Design apb_master, sky130hd; sources not shown.
Run 1, metal layers overlaid:
Bar = 20 um. Only two layers are drawn.
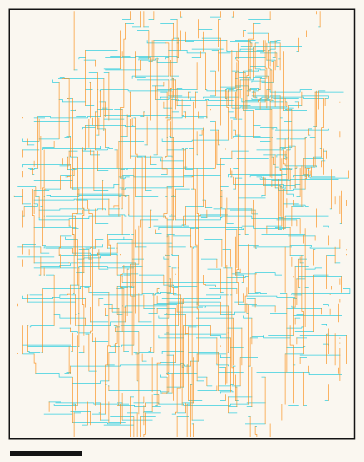
Orange stands for met2, wire length 3990 um. Cyan stands for met1, wire length 3160 um.
vias: 2222
WL/cell: 17.61 um

Run 1, signal wires on met2:
Bar = 20 um.
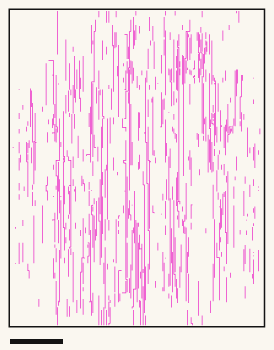
The layer holds 52% of the routed length. The layer carries 3990 um of wire. The longest straight run is 57.8 um.
met2 Use GR: 25.54%
final wirelength: 7642 um

Run 1, PDN straps and rails:
Bar = 20 um. Pins as bars on the die edge.
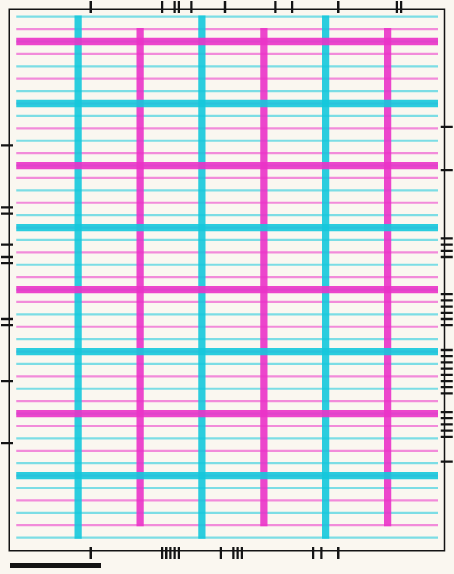
Magenta stands for VDD. Cyan stands for VSS.
The core has 42 rows. 43 met1 rails follow the rows. 8 straps on met5. 60 signal pins sit on the boundary.
core area: 0.01056 sq mm
die span in x: 95.15 um
Worst VDD drop: 0.3925 mV
height of the die: 118.4 um

==> impl_metrics.yaml, run 1 <==
# flow metrics
run_status:
  status: "complete, no violations"
sta:
  fmax_ghz: 0.3482
  grt_setup_unrepaired: "false"
  hold_violations: 0
  timing.final.crit_period_ps: 2872
  worstMarginPinSlew_ps: 917.8
  slew_viol_final: 0
cts:
  cts_tree: "done"
  cts_root_buf: "clkbuf_16"
  clock_latency_ps: 340
floorplan:
  die_area_sq_mm: 0.01127
  fp_util_pct: 41.07
  rows: 42
synth:
  top_area_share_pct: 47.07
  synth_stat.cells: 233
  synthArstFlopShare_pct: 38.74
  ys_warn_count: 0
  yosys.area.top_type: "edfxtp_1"
  ys_seq_share_pct: 71.88
  synthFlopType: "edfxtp_1"
route:
  top_layer_used: "met4"
  ant_nets: 0
hold_path:
  whs_path_depth: 1
run:
  warnings: 31
pwr:
  p_leak_nw: 1.980
  power_density_mw_per_mm2: 692.7
place:
  gp_congestion: 0.6964
grt:
  grt_usage_pct: 15.23
final_layout:
  stdcell_area_sq_mm: 0.005356
==> run 1: kinds of logic after synthesis <==
logic type,after synthesis,synth area share [%]
buffers and inverters,15,1.817
DFF,111,71.88
xor gates and xnor gates,6,1.211
AOI/OAI and AO/OA,17,3.317
muxes,37,14.05
adders and majority gates,9,2.538
and+or+nand+nor,38,5.192
==> run 1: cell type report <==
| type | count | area, sq um |
|---|---|---|
| Inverter | 7 | 26.28 |
| Clock inverter | 3 | 42.54 |
| Clock buffer | 13 | 260.3 |
| Multi-Input combinational cell | 107 | 1141 |
| Sequential cell | 111 | 3118 |
| Tap cell | 132 | 165.2 |
| Timing Repair Buffer | 61 | 603.1 |
| Fill cell | 981 | 5206 |
==> run 1: power by group <==
group / internal [mW] / total, mW / switching, mW
combinational: 0.657 / 1.27 / 0.614
sequential: 1.44 / 1.60 / 0.163
clock: 0.483 / 0.839 / 0.356
total: 2.58 / 3.71 / 1.13
==> run 1: worst max-delay path, cell delays in order <==
cell and delay [ps]:
clkdlybuf4s50_1 540, a21boi_1 560, and2_1 830
==> run 1: per-stage QoR <==
step / hold WS, ps / total power [mW] / instances
floorplan: 427.5 / 2.477 / 233
global placement: 411.8 / 2.896 / 418
detailed placement: 420.2 / 2.936 / 418
CTS: 436.2 / 3.781 / 434
global route: 445.9 / 3.923 / 434
finish: 434.6 / 3.710 / 434
==> run 1: layout by cell type, fill, tap and decap left out, types with 2 or more instances in the layout <==
cell / synthesis / routed
inv_1: 6 / 6
nor2_1: 4 / 4
buf_4: 1 / 3
xnor2_1: 5 / 5
clkbuf_16: 0 / 9
mux4_2: 17 / 17
mux2_2: 17 / 17
dfrtp_1: 43 / 43
mux2i_1: 2 / 2
clkbuf_8: 0 / 2
o21ai_0: 4 / 4
nand3_1: 2 / 2
clkbuf_1: 1 / 2
nor3b_1: 2 / 2
a21o_1: 3 / 3
o221ai_1: 2 / 2
edfxtp_1: 68 / 68
clkdlybuf4s50_1: 0 / 58
nand2_1: 9 / 9
and2_1: 12 / 12
ha_1: 8 / 8
==> run 1: cell usage after synthesis (all sizes together), types with 2 or more instances <==
cell type,count
nand3,2
a21o,3
o221ai,2
nand2,9
xnor2,5
ha,8
o21ai,4
dfrtp,43
inv,7
mux4,17
edfxtp,68
and2,12
mux2,18
mux2i,2
nor3b,3
nor2,4
buf,7
==> run 1: layer usage <==
| metal | global-route usage [%] | vias up |
|---|---|---|
| li1 | - | 1011 |
| met2 | 25.54 | 55 |
| met1 | 17.84 | 1147 |
| met3 | 3.797 | 9 |
| met4 | 7.481 | 0 |
| met5 | 0 | - |
Run 1, clock wiring as the flow saved it:
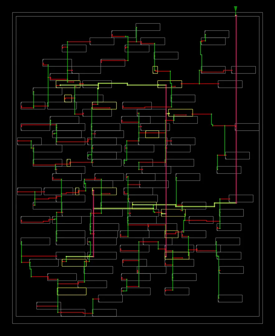

--- run 2 (diff from run 1) ---
==> constraint.sdc (replaced) <==
create_clock -name PCLK -period 2.9 [get_ports PCLK]
set_clock_uncertainty 0.05 [all_clocks]
set_input_delay 0.58 -clock PCLK [delete_from_list [all_inputs] [get_ports PCLK]]
set_output_delay 0.58 -clock PCLK [all_outputs]
set_load 0.02 [all_outputs]
Run 2, clock wiring as the flow saved it:
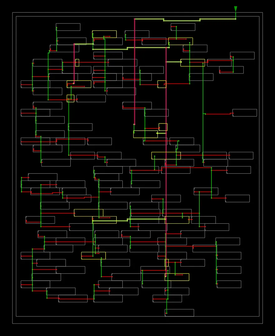
total CTS buffers: 9
Power Clock: 1.32 mW
flip-flop and latch count: 111

==> impl_metrics.yaml, run 2 <==
# flow metrics
sta:
  grt_setup_unrepaired: "false"
  hold_violations: 0
  slew_viol_final: 0
pwr:
  internal_power_mw: 3.923
  power_density_mw_per_mm2: 1034
  clkPwrFrac_pct: 23.3
  p_leak_nw: 2.045
  p_switching_mw: 1.729
synth:
  ys_warn_count: 0
  yosys.area.top_type: "edfxtp_1"
  synth_stat.cells: 233
  synthArstFlopShare_pct: 38.74
route:
  routedWlPerCell_um: 17.80
  drt-total-wl_um: 7921
  ant_nets: 0
final_layout:
  final_common_cell: "edfxtp_1"
  fillerInstances: 1005
cts:
  clock_latency_ps: 340
  cts_root_buf: "clkbuf_16"
floorplan:
  core_sq_mm: 0.01056
  fp_util_pct: 41.07
  die_area_sq_mm: 0.01127
  rows: 42
grt:
  grt_usage_pct: 15.71
run_status:
  status: "complete, no violations"
place:
  dp.cells: 429
  gp_congestion: 0.6732
Run 2, PDN straps and rails:
Bar = 20 um. Pins as bars on the die edge.
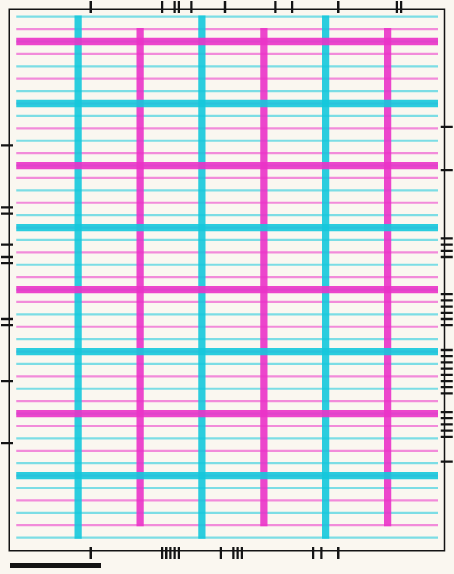
Magenta stands for VDD. Cyan stands for VSS.
8 straps on met5. 6 straps on met4.
Worst VDD drop: 0.3859 mV

run 2: cell counts after synthesis:
Identical to the previous run, type by type.
run 2: layout make-up:
| cell class | instances | area (sq um) | share of cell area [%] |
|---|---|---|---|
| Inverter | 7 | 26.28 | 0.4809 |
| Clock inverter | 7 | 92.59 | 1.695 |
| Timing Repair Buffer | 72 | 695.7 | 12.73 |
| Tap cell | 132 | 165.2 | 3.023 |
| Sequential cell | 111 | 3118 | 57.06 |
| Multi-Input combinational cell | 107 | 1141 | 20.88 |
| Clock buffer | 9 | 225.2 | 4.122 |
run 2: through the flow:
| stage | area (sq um) | hold slack, ps | total power, mW |
|---|---|---|---|
| after detailed placement | 5146 | 420.9 | 4.426 |
| after CTS | 5464 | 144.4 | 5.759 |
| after floorplan | 4338 | 234.4 | 3.673 |
| after global routing | 5464 | 175.6 | 5.983 |
| final | 5464 | 140.9 | 5.652 |
| after global placement | 5146 | 416.1 | 4.361 |
run 2: cell families after synthesis:
kind of cell    synth area share (%)
buf+inv                        1.817
mux                            14.05
fa+ha+maj                      2.538
flops                          71.88
xor+xnor                       1.211
simple gates                   5.192
compound gates                 3.317
run 2: power groups by stage:
stage               Combinational, mW  Sequential, mW  Clock [mW]
global placement                 1.99            2.37           0
detailed placement               2.03            2.40           0
CTS                              2.04            2.36        1.35
floorplan                        1.17            2.50           0
global route                     2.18            2.40        1.40
finish                           1.99            2.35        1.32
run 2: critical path, stage by stage (launching register included):
cell and delay [ps]:
dfrtp_1 430, inv_1 100, ha_1 310, nand2_1 120
clkdlybuf4s50_1 600
run 2: routing by layer:
layer,vias to the layer above,GRT usage [%]
met3,9,3.668
met5,-,0
met2,51,26.25
met1,1139,18.84
met4,0,7.386
li1,1028,-
Power is estimated from default activity; no workload was simulated.
